===== src/rtl/dmem_arbiter_pkg.sv =====
// Shared data-memory types and defaults for the dmem port arbiter.
package dmem_arbiter_pkg;

  localparam int unsigned WORD_W = 32;
  localparam int unsigned MASK_W = 4;

  typedef logic [WORD_W-1:0] word_t;
  typedef logic [MASK_W-1:0] dmem_mask_t;

  localparam dmem_mask_t  DMEM_MASK_NONE        = 4'b0000;
  localparam int unsigned DMEM_MAX_WAIT_DEFAULT = 4;

  // One memory-port access as presented to the macro.
  typedef struct packed {
    word_t      addr;
    word_t      wdata;
    dmem_mask_t mask;
  } dmem_req_t;

endpackage : dmem_arbiter_pkg


===== src/rtl/dmem_arbiter.sv =====
// Single-port data memory arbiter: CPU has priority, aux master is guaranteed
// a grant after MAX_WAIT consecutive denied cycles. Read owner is tracked 1 deep.
module dmem_arbiter
  import dmem_arbiter_pkg::*;
#(
  parameter int unsigned MAX_WAIT = DMEM_MAX_WAIT_DEFAULT
) (
  input  logic              clk_i,
  input  logic              reset_ni,
  input  logic [WORD_W-1:0] cpu_addr_i,
  input  logic [WORD_W-1:0] cpu_write_data_i,
  input  logic [MASK_W-1:0] cpu_write_mask_i,
  input  logic              cpu_read_i,
  output logic              cpu_stall_o,
  output logic              cpu_rvalid_o,
  output logic [WORD_W-1:0] cpu_read_data_o,
  input  logic              aux_req_i,
  input  logic [WORD_W-1:0] aux_addr_i,
  input  logic [WORD_W-1:0] aux_write_data_i,
  input  logic [MASK_W-1:0] aux_write_mask_i,
  output logic              aux_gnt_o,
  output logic              aux_rvalid_o,
  output logic [WORD_W-1:0] aux_read_data_o,
  output logic [WORD_W-1:0] mem_addr_o,
  output logic [WORD_W-1:0] mem_write_data_o,
  output logic [MASK_W-1:0] mem_write_mask_o,
  input  logic [WORD_W-1:0] mem_read_data_i
);

  // A zero threshold still needs a one-bit counter; it simply never counts.
  localparam int unsigned WAIT_W = (MAX_WAIT > 0) ? $clog2(MAX_WAIT + 1) : 1;
  localparam logic [WAIT_W-1:0] WAIT_MAX = WAIT_W'(MAX_WAIT);

  logic [WAIT_W-1:0] wait_q, wait_d;
  logic              rsp_aux_q, rsp_aux_d;
  logic              rsp_cpu_q, rsp_cpu_d;
  logic              cpu_req_c;
  logic              aux_gnt_c;
  logic              cpu_stall_c;
  dmem_req_t         mem_req_c;

  // Grant, memory mux and next-state for the starvation counter / owner flags.
  always_comb begin
    cpu_req_c   = 1'b0;
    aux_gnt_c   = 1'b0;
    cpu_stall_c = 1'b0;
    mem_req_c   = '{addr: cpu_addr_i, wdata: cpu_write_data_i, mask: cpu_write_mask_i};
    wait_d      = wait_q;
    rsp_aux_d   = 1'b0;
    rsp_cpu_d   = 1'b0;

    cpu_req_c   = cpu_read_i | (|cpu_write_mask_i);
    aux_gnt_c   = aux_req_i & (~cpu_req_c | (wait_q == WAIT_MAX));
    cpu_stall_c = cpu_req_c & aux_gnt_c;

    if (aux_gnt_c) begin
      mem_req_c = '{addr: aux_addr_i, wdata: aux_write_data_i, mask: aux_write_mask_i};
    end

    if (aux_gnt_c || !aux_req_i) begin
      wait_d = '0;
    end else if (wait_q < WAIT_MAX) begin
      wait_d = wait_q + WAIT_W'(1);
    end

    rsp_aux_d = aux_gnt_c & (aux_write_mask_i == DMEM_MASK_NONE);
    rsp_cpu_d = cpu_read_i & ~cpu_stall_c;
  end

  always_ff @(posedge clk_i or negedge reset_ni) begin
    if (!reset_ni) begin
      wait_q    <= '0;
      rsp_aux_q <= 1'b0;
      rsp_cpu_q <= 1'b0;
    end else begin
      wait_q    <= wait_d;
      rsp_aux_q <= rsp_aux_d;
      rsp_cpu_q <= rsp_cpu_d;
    end
  end

  assign aux_gnt_o        = aux_gnt_c;
  assign cpu_stall_o      = cpu_stall_c;
  assign mem_addr_o       = mem_req_c.addr;
  assign mem_write_data_o = mem_req_c.wdata;
  assign mem_write_mask_o = mem_req_c.mask;

  // Read data is shared; each consumer qualifies it with its own rvalid.
  assign aux_rvalid_o     = rsp_aux_q;
  assign cpu_rvalid_o     = rsp_cpu_q;
  assign aux_read_data_o  = mem_read_data_i;
  assign cpu_read_data_o  = mem_read_data_i;

endmodule : dmem_arbiter


===== config.mk =====
export PLATFORM = sky130hd
export DESIGN_NAME = dmem_arbiter
export DESIGN_NICKNAME = d
export VERILOG_FILES = /design/src/rtl/dmem_arbiter_pkg.sv /design/src/rtl/dmem_arbiter.sv
export SDC_FILE = /design/constraint.sdc
export NUM_CORES = 1
export LEC_CHECK = 0
export ABC_AREA = 0
export CORE_AREA = 5 5 118 120
export DETAILED_ROUTE_END_ITERATION = 10
export DIE_AREA = 0 0 123 125
export PLACE_DENSITY = 0.64
export REMOVE_ABC_BUFFERS = 1
export SYNTH_ARGS = -nofsm -noshare
export SYNTH_HDL_FRONTEND = slang
export SYNTH_SLANG_ARGS = --single-unit

===== constraint.sdc =====
create_clock -name clk_i -period 2.5 [get_ports clk_i]
set_input_delay 0.625 -clock clk_i [delete_from_list [all_inputs] [get_ports clk_i]]
set_output_delay 0.625 -clock clk_i [all_outputs]
set_load 0.1 [all_outputs]

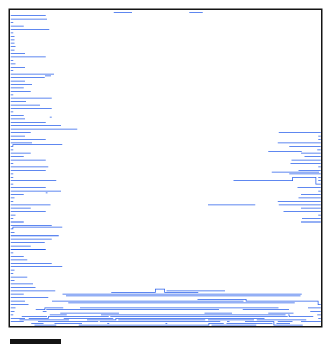
(run_1/layer_met3.png)
Scale bar: 20 um.
The layer carries 2320 um of wire. The longest straight run is 94.3 um.
Vias: 1994
WL final: 11700 um

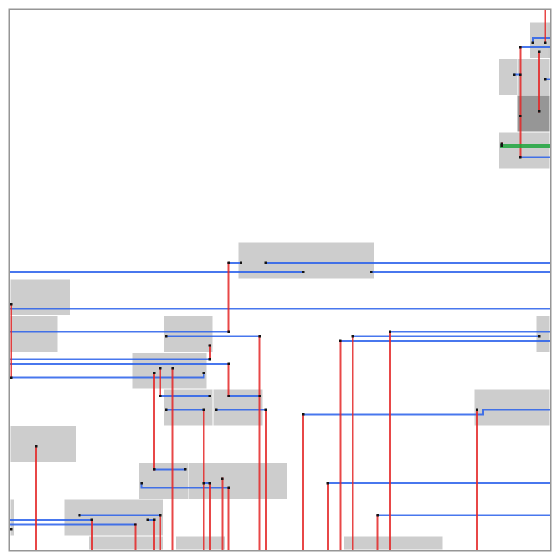
(run_1/detail.png)
Window x 42 to 82, y 18 to 58 um. Cells in grey, sequential cells in the stronger grey; small squares are vias.
Key: metal 2 = red; metal 1 = blue; metal 3 = green
Most frequent: buf_12 (5), clkdlybuf4s50_1 (4). 14 logic cells have their middle in the window. Sequential cells in the window: 0.

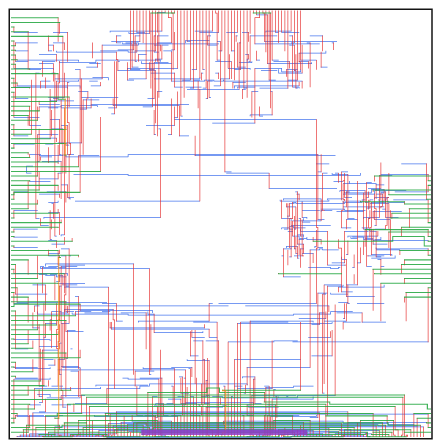
(run_1/wires.png)
Key: metal 2 = red [wire length 4660 um]; metal 1 = blue [wire length 4580 um]; metal 4 = orange [wire length 78.7 um]; metal 5 = purple [wire length 46.9 um]; metal 3 = green [wire length 2320 um]

==> changes_impl.md <==
### Metrics

- Outcome: finished, violations left
- Failing checks: negative setup slack
- Metal3 WL: 2320 um
- Fraction of layout cells with a size suffix above 1: 0.509
- Yosys warning count: 0
- Min-delay worst type: flop to flop
- CP cell instances: buf_6, or4_4, o21a_4, buf_12, buf_16, mux2_4, buf_12
- Worst hold endpoint: wait_q[0]
- Cell Area, Placed: 0.00432 mm^2
- Core Area: 0.0129 mm^2
- Worst Skew: 0.00428 ns
- IO buf count: 211
- First-pass GRT wire length: 16000 um
- Pre-CTS worst setup slack: -0.744 ns
- End point of the critical path: mem_write_data_o[7]
- Clock buffer depth: 2
- Worst slew margin: 0.752
- Postcts setup bufs: 4
- Site Rows: 42
- Critical Path End Type: output pin
- FFs w/ async S/R, synth: 1.00
- Wl on met1: 4580 um
- Final Hold Viols: 0
- Nonclk buf count: 232
- RSZ-0062 raised after global routing: yes
- Reg2reg start: wait_q[0]
- Fmax: 337 MHz
- Met3 GRT Util: 0.130
- Max IR drop VDD: 0.169 mV
- Clock share of power: 0.159
- Multi-input gate count: 92
- CTS sink cnt: 5
- Adder Share, Synth: 0.0143
- Area fraction in xor and xnor cells: 0
- Tool warnings: 28
- Final tally of setup violations: 68
- Clk slew on worst S/H paths: 0.03 ns
- Aggregate global-route resource usage: 0.142
- Reg2reg end: aux_rvalid_o
- Vias/cell: 3.89
- Setup WS post-layout: -0.470 ns
Power is estimated from default activity; no workload was simulated.
